$ cat src/rtl/axis_oq_writer.sv
// AXI-Stream to SRAM output-queue write path: per-packet admission against
// per-queue occupancy, 1-deep output register, and occupancy tracking.
module axis_oq_writer #(
  parameter int DATA_WIDTH    = 256,
  parameter int TUSER_WIDTH   = 128,
  parameter int NUM_QUEUES    = 5,
  parameter int DST_LSB       = 24,
  parameter int QUEUE_WORDS   = 4096,
  parameter int MAX_PKT_WORDS = 48,
  localparam int QID_W        = $clog2(NUM_QUEUES),
  localparam int OCC_W        = $clog2(QUEUE_WORDS + 1)
) (
  input  logic                        clk,
  input  logic                        resetn,
  input  logic                        s_tvalid,
  output logic                        s_tready,
  input  logic [DATA_WIDTH-1:0]       s_tdata,
  input  logic [DATA_WIDTH/8-1:0]     s_tstrb,
  input  logic [TUSER_WIDTH-1:0]      s_tuser,
  input  logic                        s_tlast,
  output logic                        mem_valid,
  input  logic                        mem_ready,
  output logic [DATA_WIDTH-1:0]       mem_data,
  output logic [DATA_WIDTH/8-1:0]     mem_strb,
  output logic [QID_W-1:0]            mem_qid,
  output logic                        mem_sop,
  output logic                        mem_eop,
  input  logic                        deq_valid,
  input  logic [QID_W-1:0]            deq_qid,
  input  logic [OCC_W-1:0]            deq_words,
  output logic [NUM_QUEUES*OCC_W-1:0] occ,
  output logic [31:0]                 drop_count,
  output logic [31:0]                 pkt_count
);

  localparam logic [1:0] ST_IDLE  = 2'd0;
  localparam logic [1:0] ST_WRITE = 2'd1;
  localparam logic [1:0] ST_DROP  = 2'd2;

  logic [1:0]                  state;
  logic                        pkt_open;
  logic [QID_W-1:0]            cur_qid;
  logic [NUM_QUEUES-1:0]       dst_field;
  logic [QID_W-1:0]            dst_qid;
  logic [OCC_W-1:0]            dst_occ;
  logic                        admit_ok;
  logic                        in_hs, mem_hs, first_beat, take;
  logic [OCC_W:0]              sum, sub;
  logic [NUM_QUEUES*OCC_W-1:0] occ_nxt;
  logic                        unused_tuser;

  assign unused_tuser = ^s_tuser;
  assign dst_field    = s_tuser[DST_LSB +: NUM_QUEUES];

  always_comb begin
    dst_qid = '0;
    for (int unsigned i = 0; i < NUM_QUEUES; i++)
      if (dst_field[NUM_QUEUES-1-i]) dst_qid = QID_W'(NUM_QUEUES-1-i);
  end

  assign dst_occ  = occ[dst_qid*OCC_W +: OCC_W];
  assign admit_ok = (|dst_field) &&
                    ((32'(dst_occ) + 32'(MAX_PKT_WORDS)) <= 32'(QUEUE_WORDS));

  assign s_tready   = resetn & ((state == ST_DROP) | ~mem_valid | mem_ready);
  assign in_hs      = s_tvalid & s_tready;
  assign mem_hs     = mem_valid & mem_ready;
  // IDLE with pkt_open set means a reset cut a packet short: discard to its tlast
  assign first_beat = (state == ST_IDLE) & ~pkt_open;
  assign take       = in_hs & ((state == ST_WRITE) | (first_beat & admit_ok));

  // Deliberately outside the reset domain so it survives a mid-packet reset
  always_ff @(posedge clk) begin
    if (in_hs) pkt_open <= ~s_tlast;
  end

  always_comb begin
    occ_nxt = occ;
    sum     = '0;
    sub     = '0;
    for (int unsigned q = 0; q < NUM_QUEUES; q++) begin
      sum = {1'b0, occ[q*OCC_W +: OCC_W]} +
            {{OCC_W{1'b0}}, (mem_hs && (mem_qid == QID_W'(q)))};
      sub = (deq_valid && (deq_qid == QID_W'(q))) ? {1'b0, deq_words} : '0;
      occ_nxt[q*OCC_W +: OCC_W] = (sum > sub) ? OCC_W'(sum - sub) : '0;
    end
  end

  always_ff @(posedge clk or negedge resetn) begin
    if (!resetn) begin
      state      <= ST_IDLE;
      cur_qid    <= '0;
      mem_valid  <= 1'b0;
      mem_data   <= '0;
      mem_strb   <= '0;
      mem_qid    <= '0;
      mem_sop    <= 1'b0;
      mem_eop    <= 1'b0;
      occ        <= '0;
      drop_count <= '0;
      pkt_count  <= '0;
    end else begin
      occ <= occ_nxt;
      if (mem_hs) mem_valid <= 1'b0;
      if (take) begin
        mem_valid <= 1'b1;
        mem_data  <= s_tdata;
        mem_strb  <= s_tstrb;
        mem_qid   <= first_beat ? dst_qid : cur_qid;
        mem_sop   <= first_beat;
        mem_eop   <= s_tlast;
      end
      if (mem_hs && mem_eop) pkt_count <= pkt_count + 32'd1;
      if (in_hs) begin
        case (state)
          ST_IDLE: begin
            if (first_beat) begin
              if (admit_ok) begin
                cur_qid <= dst_qid;
                if (!s_tlast) state <= ST_WRITE;
              end else begin
                drop_count <= drop_count + 32'd1;
                if (!s_tlast) state <= ST_DROP;
              end
            end
          end
          ST_WRITE, ST_DROP: if (s_tlast) state <= ST_IDLE;
          default: state <= ST_IDLE;
        endcase
      end
    end
  end

endmodule

$ cat config.mk
export PLATFORM = sky130hd
export DESIGN_NAME = axis_oq_writer
export DESIGN_NICKNAME = d
export VERILOG_FILES = /design/src/rtl/axis_oq_writer.sv
export SDC_FILE = /design/constraint.sdc
export NUM_CORES = 1
export LEC_CHECK = 0
export ABC_AREA = 1
export CORE_AREA = 2 2 340 342
export DETAILED_ROUTE_END_ITERATION = 6
export DIE_AREA = 0 0 342 344
export HOLD_SLACK_MARGIN = 0.15
export PLACE_DENSITY = 0.51
export REMOVE_ABC_BUFFERS = 1
export SYNTH_ARGS = -nofsm -noshare
export SYNTH_HDL_FRONTEND = slang
export SYNTH_SLANG_ARGS = --single-unit
$ cat constraint.sdc
create_clock -name clk -period 4.3 [get_ports clk]
set_clock_uncertainty 0.15 [all_clocks]
set_input_delay 1.075 -clock clk [delete_from_list [all_inputs] [get_ports clk]]
set_output_delay 1.075 -clock clk [all_outputs]
set_load 0.005 [all_outputs]
### PDN straps and rails, run 1

Scale: 1.5 px per um. Pins as bars on the die edge.
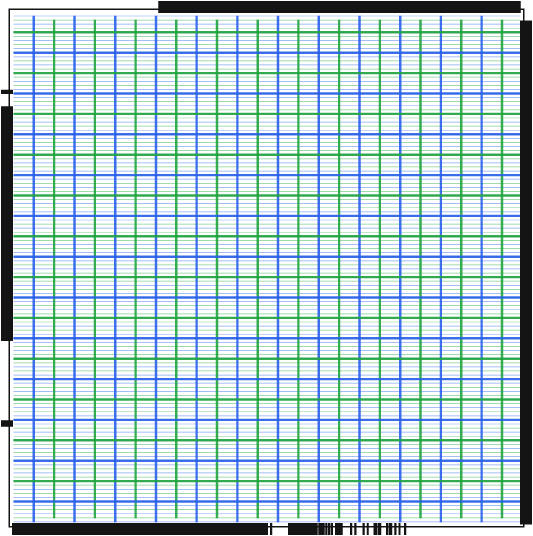
[green] VDD
[blue] VSS
met5 straps: 24
rows: 124
met1 rails: 125
signal pins: 862
met4 straps: 24

### Zoomed window, run 1

Region (146, 216) to (196, 266) um. Cells in gray, sequential cells in the stronger gray; small squares are vias.
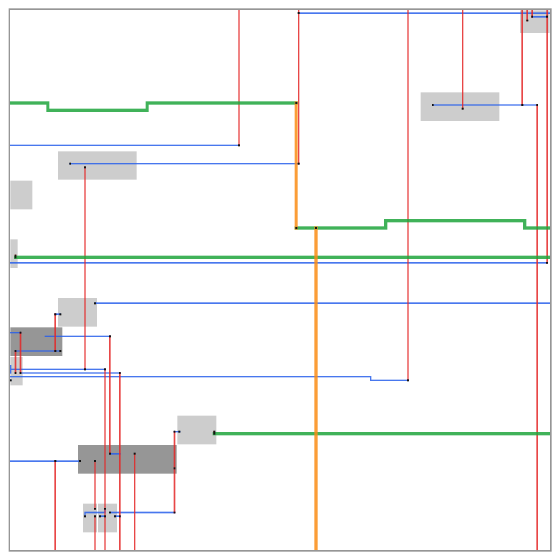
[green] metal 3
[red] metal 2
[orange] metal 4
[blue] metal 1
sequential cells in the window: 2
cells with their middle in the window: 9
netlist names of flops here include: `mem_data` (2)

### Placed standard cells, run 1

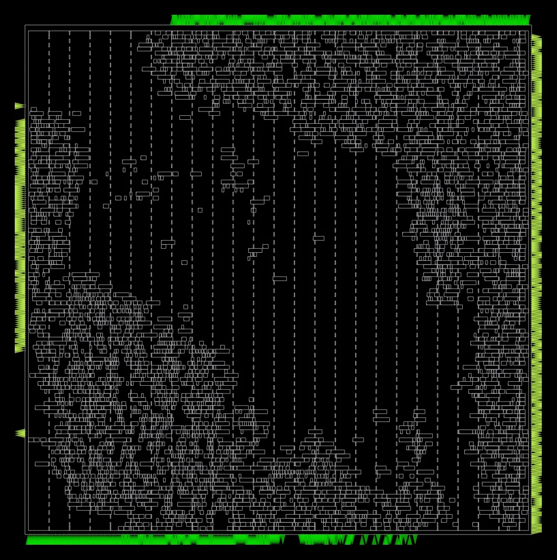
row count: 124
registers: 429

==> run 1: sequential cells by signal (all words and copies together) (netlist names), 2 cells and up <==
name,cells
cur_qid,3
drop_count,32
mem_data,256
mem_qid,3
mem_strb,32
occ,65
pkt_count,32
state,2
==> run 1: layout by cell type, fill, tap and decap left out, types with 4 or more instances in the layout <==
master           instances
nand2_4                  4
clkbuf_16               55
nor3_2                   5
o21bai_1                 8
buf_12                  26
xnor2_1                 38
clkdlybuf4s50_1        736
inv_1                  185
a21o_1                   5
nand4_1                 26
o211ai_1                 5
clkinv_2                12
buf_4                  263
nand2_1                970
nand3_1                393
xor2_1                 109
clkbuf_1                18
nor2_1                 178
o21ai_0                 49
clkbuf_8                 7
dfrtp_1                428
nor3_1                  42
a21oi_1                 53
fa_1                     5
ha_1                    78
a31oi_1                  4
nor2_2                  11
nand2_2                  6
nor4_1                  12
==> run 1: metrics by stage <==
step	instance area, um^2	TNS, ns
finish	35270	0
floorplan	21610	-2100.57
detailed placement	33410	-48.09
CTS	35220	0
global route	35260	0
global placement	33410	-43.76
==> run 1: where the power goes <==
| group | leakage (nW) | internal (W) | switching (W) |
|---|---|---|---|
| Combinational | 10.6 | 0.00626 | 0.00535 |
| Clock | 0.858 | 0.00256 | 0.00197 |
| Sequential | 5.46 | 0.00565 | 0.00125 |
==> run 1: synthesized netlist by cell type, drive strengths merged (2+ instances only) <==
cell    count
o21a        2
nand3b      3
ha         80
a31oi       4
nor4       13
a21oi      54
nor3b       2
buf        77
inv       189
o21bai      8
nand2     981
a21boi      3
o21ai      52
xor2      109
nand3     396
o31ai       2
o211ai      5
nand4      26
fa          5
clkbuf     38
a21o        5
xnor2      38
nor3       48
or2         3
nor2      190
dfrtp     428
==> flow_summary.toml, run 1 <==
# physical design summary
[cts]
cts_tree = "built"
cts_buffer_depth = 3
post_cts_resized = 12
hold_buffers = 0

[critical_path]
worstSetupPathType = "input port to register"
cp-start-kind = "input port"
reg2reg_to = "occ[46]"
r2r_slack_ns = 0.36
crit_family = "simple AND/OR/NAND/NOR gates"

[place]
portBuffers = 738
post-place-ws_ns = -1.013

[status]
status = "completed"

[final_timing]
max_slew.worst_pin.slew_ns = 0.6881

[cells_and_area]
logic_gate_count = 2035
finalNonFillerCells = 5296
non_clock_inverter_count = 190
fin_nets = 4261
buffers = 1027
area_dominant_class = "sequential cells"
sh_seq_area = 0.3045

[drt]
drc = 0
ant_nets = 0
wl_met2_um = 44020
firstDrtPassIters = 5

[synthesis]
ys_chip_area_um2 = 22230
ys_cells = 2769
syn_avg_cell_area_um2 = 8.026
synth_cell_types = 46
yosysTopAreaCell = "dfrtp_1"

[global_routing]
grt.total_usage = 0.1530

[min_path]
min_path_cells = 1
min_to = "pkt_count[31]"

[die]
coreArea_um2 = 113900
## Run 2: what changed since run 1
Settings changed: ABC_AREA 1 to unset, CORE_AREA 2 2 340 342 to 2 2 331 333, DIE_AREA 0 0 342 344 to 0 0 333 335.
==> flow_summary.toml, run 2 <==
# physical design summary
[power_and_ir_drop]
irDropWorstVdd_uv = 346.3

[synthesis]
syn_avg_cell_area_um2 = 12.12
synth_top_flop_cell = "dfrtp_1"
ys_cells = 1702
mux_area_frac = 0.1659
ys_chip_area_um2 = 20620
synth_cell_types = 60
syn_area_um2 = 20620
common_cells = "428 x dfrtp_1, 269 x mux2_1, 137 x nand2_1"
yosysTopAreaCell = "dfrtp_1"
top_cell = "dfrtp_1"

[drt]
drc = 0
wl_met3_um = 7724
wirelength_um = 89880
wl_met2_um = 43490
firstDrtPassIters = 4
ant_nets = 0

[final_timing]
max_slew.worst_pin.slew_ns = 0.9322
finalSetupTns_ns = 0

[cts]
cts_tree = "built"
post_cts_resized = 21
root_buffer = "clkbuf_16"
hold_buffers = 0
numCtsBuffers = 57
cts_buffer_depth = 3

[min_path]
min_to = "pkt_count[31]"
worstHoldPathType = "register to register"
min_path_cells = 1

[critical_path]
cp-start-kind = "input port"
worstSetupPathType = "input port to register"
reg2reg_to = "occ[4]"
r2r_slack_ns = 0.50

[die]
std_cell_rows = 121
die_w_um = 333
coreArea_um2 = 108100

[cells_and_area]
regMostFlops = "mem_data"
lay_top_count = "clkdlybuf4s50_1"
top_regs = "mem_data x256, occ x65"
mostFrequentLayoutCells = "736 x clkdlybuf4s50_1, 428 x dfrtp_1, 269 x mux2_1, 230 x buf_4, 136 x nand2_1"
fin_nets = 3220
largest_reg_flops = 256

[global_routing]
grt_max_degree = 147
grt.total_usage = 0.1565
grt_overflow = 0
grt_pass1_wl_um = 127100

[place]
portBuffers = 738

[status]
status = "completed"
[run 2: netlist changes by cell type after synthesis, sizes merged, moves of 40 or more]
cell | previous run | this run
buf | 77 | 35
inv | 189 | 33
mux2 | 0 | 300
nand2 | 981 | 137
nand3 | 396 | 52
nor2 | 190 | 108
xnor2 | 38 | 78
[run 2: worst max-delay path, stage by stage]
cell	delay, ns
clkdlybuf4s50_1	0.41
nand2b_1	0.23
nor3_1	0.35
buf_4	0.19
buf_4	0.17
nand2_1	0.09
ha_1	0.31
or2_2	0.30
buf_4	0.13
a21oi_1	0.18
a211o_1	0.18
a31oi_2	0.11
a21oi_1	0.17
o22a_1	0.21
buf_4	0.17
nor3_1	0.05
[run 2: power by group]
| group | switching, W | internal, W | leakage [nW] | total [W] |
|---|---|---|---|---|
| Sequential | 0.00123 | 0.00574 | 5.32 | 0.00697 |
| Clock | 0.00201 | 0.00294 | 0.959 | 0.00495 |
| Combinational | 0.00431 | 0.00615 | 8.06 | 0.0105 |
[run 2: area by class of cell]
type / count / area share
flip-flops and latches: 429 / 0.3193
repair buffers: 986 / 0.2816
clock inverters: 26 / 0.008666
inverters: 33 / 0.003682
well taps: 1414 / 0.05259
diodes: 18 / 0.001339
clock buffers: 78 / 0.04924
multi-input cells: 1190 / 0.2836
[run 2: through the flow]
step / total power, W / worst slack, ns / util / instance area, um^2 / cells
floorplan: 0.01069 / -3.926 / - / 20170 / 1652
global placement: 0.01733 / -0.8284 / 0.2902 / 31370 / 4047
detailed placement: 0.01740 / -0.9150 / 0.2902 / 31370 / 4047
CTS: 0.02257 / 0.004325 / 0.3091 / 33420 / 4154
global route: 0.02387 / 0.1557 / 0.3112 / 33640 / 4173
finish: 0.02238 / 0.3182 / 0.3112 / 33640 / 4174
### Placed standard cells, run 2

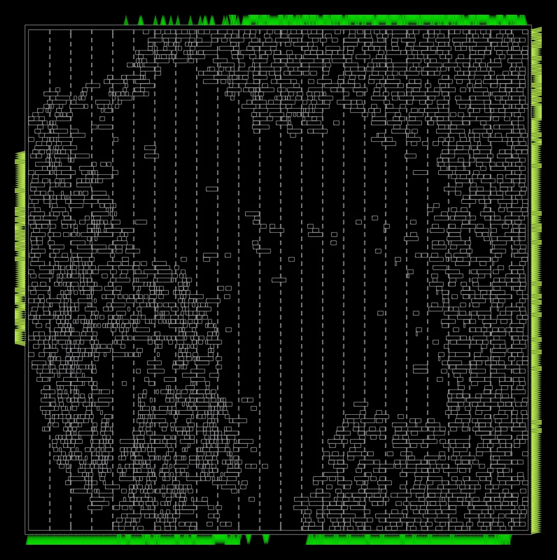
Layout Utilization: 0.3112
flop share of the area: 0.3193

## Run 3: what changed since run 2
Settings changed: PLACE_DENSITY 0.51 to 0.46.
==> flow_summary.toml, run 3 <==
# physical design summary
[synthesis]
ys_cells = 1702
ys_chip_area_um2 = 20620
syn_avg_cell_area_um2 = 12.12
synth_cell_types = 60

[cells_and_area]
fin_nets = 3219
lay_top_count = "clkdlybuf4s50_1"
regMostFlops = "mem_data"

[critical_path]
worstSetupPathType = "input port to register"
slowest_stage = "fa_1"
reg2reg_to = "occ[17]"
r2r_slack_ns = 0.44
max_stage_delay_ns = 0.44
cp_num_buf_inv = 4

[cts]
cts_tree = "built"
root_buffer = "clkbuf_16"

[drt]
drc = 0

[power_and_ir_drop]
p_sw_w = 0.007301

[die]
die_w_um = 333

[min_path]
worstHoldPathType = "register to register"

[global_routing]
grt_max_degree = 154
grt_overflow = 0

[status]
status = "completed"
==> run 3: layout make-up <==
cell class,instances,area (um^2),area share
Sequential cell,429,10740,0.3224
Multi-Input combinational cell,1190,9439,0.2833
Timing Repair Buffer,986,9415,0.2826
Tap cell,1414,1769,0.05310
Clock buffer,82,1639,0.04920
Clock inverter,17,170.2,0.005107
Inverter,33,123.9,0.003718
Antenna cell,8,20.02,0.0006009
==> run 3: repair_timing <==
action | in CTS | in global routing
gates resized | 23 | 15
pin swaps | 4 | 2
buffers inserted | 2 | 2
hold buffers | 0 | 0
gates cloned | 1 | 0
endpoints found under the setup margin | 54 | 37
==> run 3: power groups by stage <==
stage,sequential (W),combinational [W],clock [W]
after detailed placement,0.00698,0.0103,0
after global placement,0.00689,0.0103,0
final,0.00689,0.0104,0.00459
after CTS,0.00693,0.0104,0.00479
after floorplan,0.00686,0.00383,0
after global routing,0.00713,0.0113,0.00495
==> run 3: how the worst max path moves through the flow <==
stage | from | cells after the start | to
global placement | mem_ready | 18 | occ[63]
CTS | mem_ready | 19 | occ[2]
global route | mem_ready | 18 | occ[17]
detailed placement | mem_ready | 19 | occ[2]
floorplan | s_tuser[26] | 8 | mem_data[10]
finish | mem_ready | 17 | occ[17]
==> run 3: cells by family (layout without fill, tap and decap cells) <==
| family | after synthesis | in the layout | share of synthesized area |
|---|---|---|---|
| AOI/OAI and AO/OA | 134 | 134 | 0.04278 |
| xor gates and xnor gates | 165 | 165 | 0.07009 |
| adders and majority gates | 85 | 85 | 0.05340 |
| buffers and inverters | 83 | 1118 | 0.02767 |
| DFF | 429 | 429 | 0.5209 |
| muxes | 303 | 303 | 0.1659 |
| other | 0 | 8 | 0 |
| and+or+nand+nor | 503 | 503 | 0.1193 |
### Sequential cells grouped by signal name, run 3

Scale: 1 px per um. Other sequential cells in the stronger gray, the rest of the logic in the fainter gray.
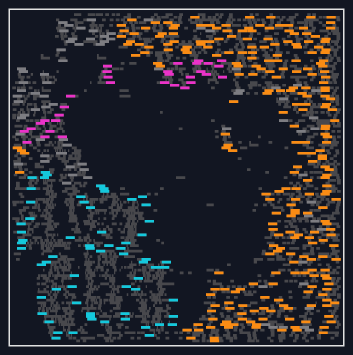
[magenta] `pkt_count` | placed flops: 32
[cyan] `occ` | placed flops: 65
[orange] `mem_data` | placed flops: 256
not colored: 76


==> layout pictures side by side <==
Wire density map.
shot_01.png
Scale: 1 px per um. The die is cut into 33 by 34 equal tiles; dark purple is low, yellow is high, scaled to the fullest tile. Values are wire area over tile area, all layers added.
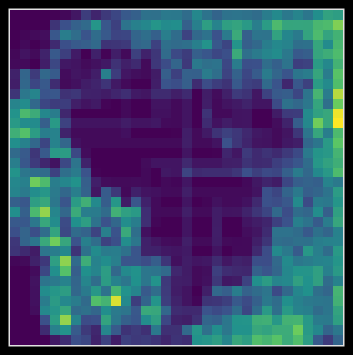
shot_02.png
Scale: 1 px per um. The die is cut into 34 by 34 equal tiles; dark purple is low, yellow is high, scaled to the fullest tile. Values are wire area over tile area, all layers added.
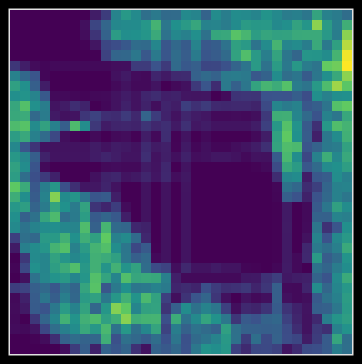
shot_03.png
Scale: 1 px per um. The die is cut into 33 by 34 equal tiles; dark purple is low, yellow is high, scaled to the fullest tile. Values are wire area over tile area, all layers added.
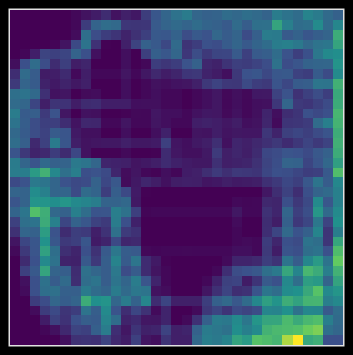
Run 1 is shot_02.png.
Run 2 is shot_03.png.
Run 3 is shot_01.png.

Key to shot_02.png:
mean over tiles: 0.13
tiles over half the peak: 18%
emptiest ninth of the die: middle
densest ninth of the die: top right
fullest tile: 0.51
nearly empty tiles: 18%

No activity file was given, so power comes from the tool's default toggle rates.
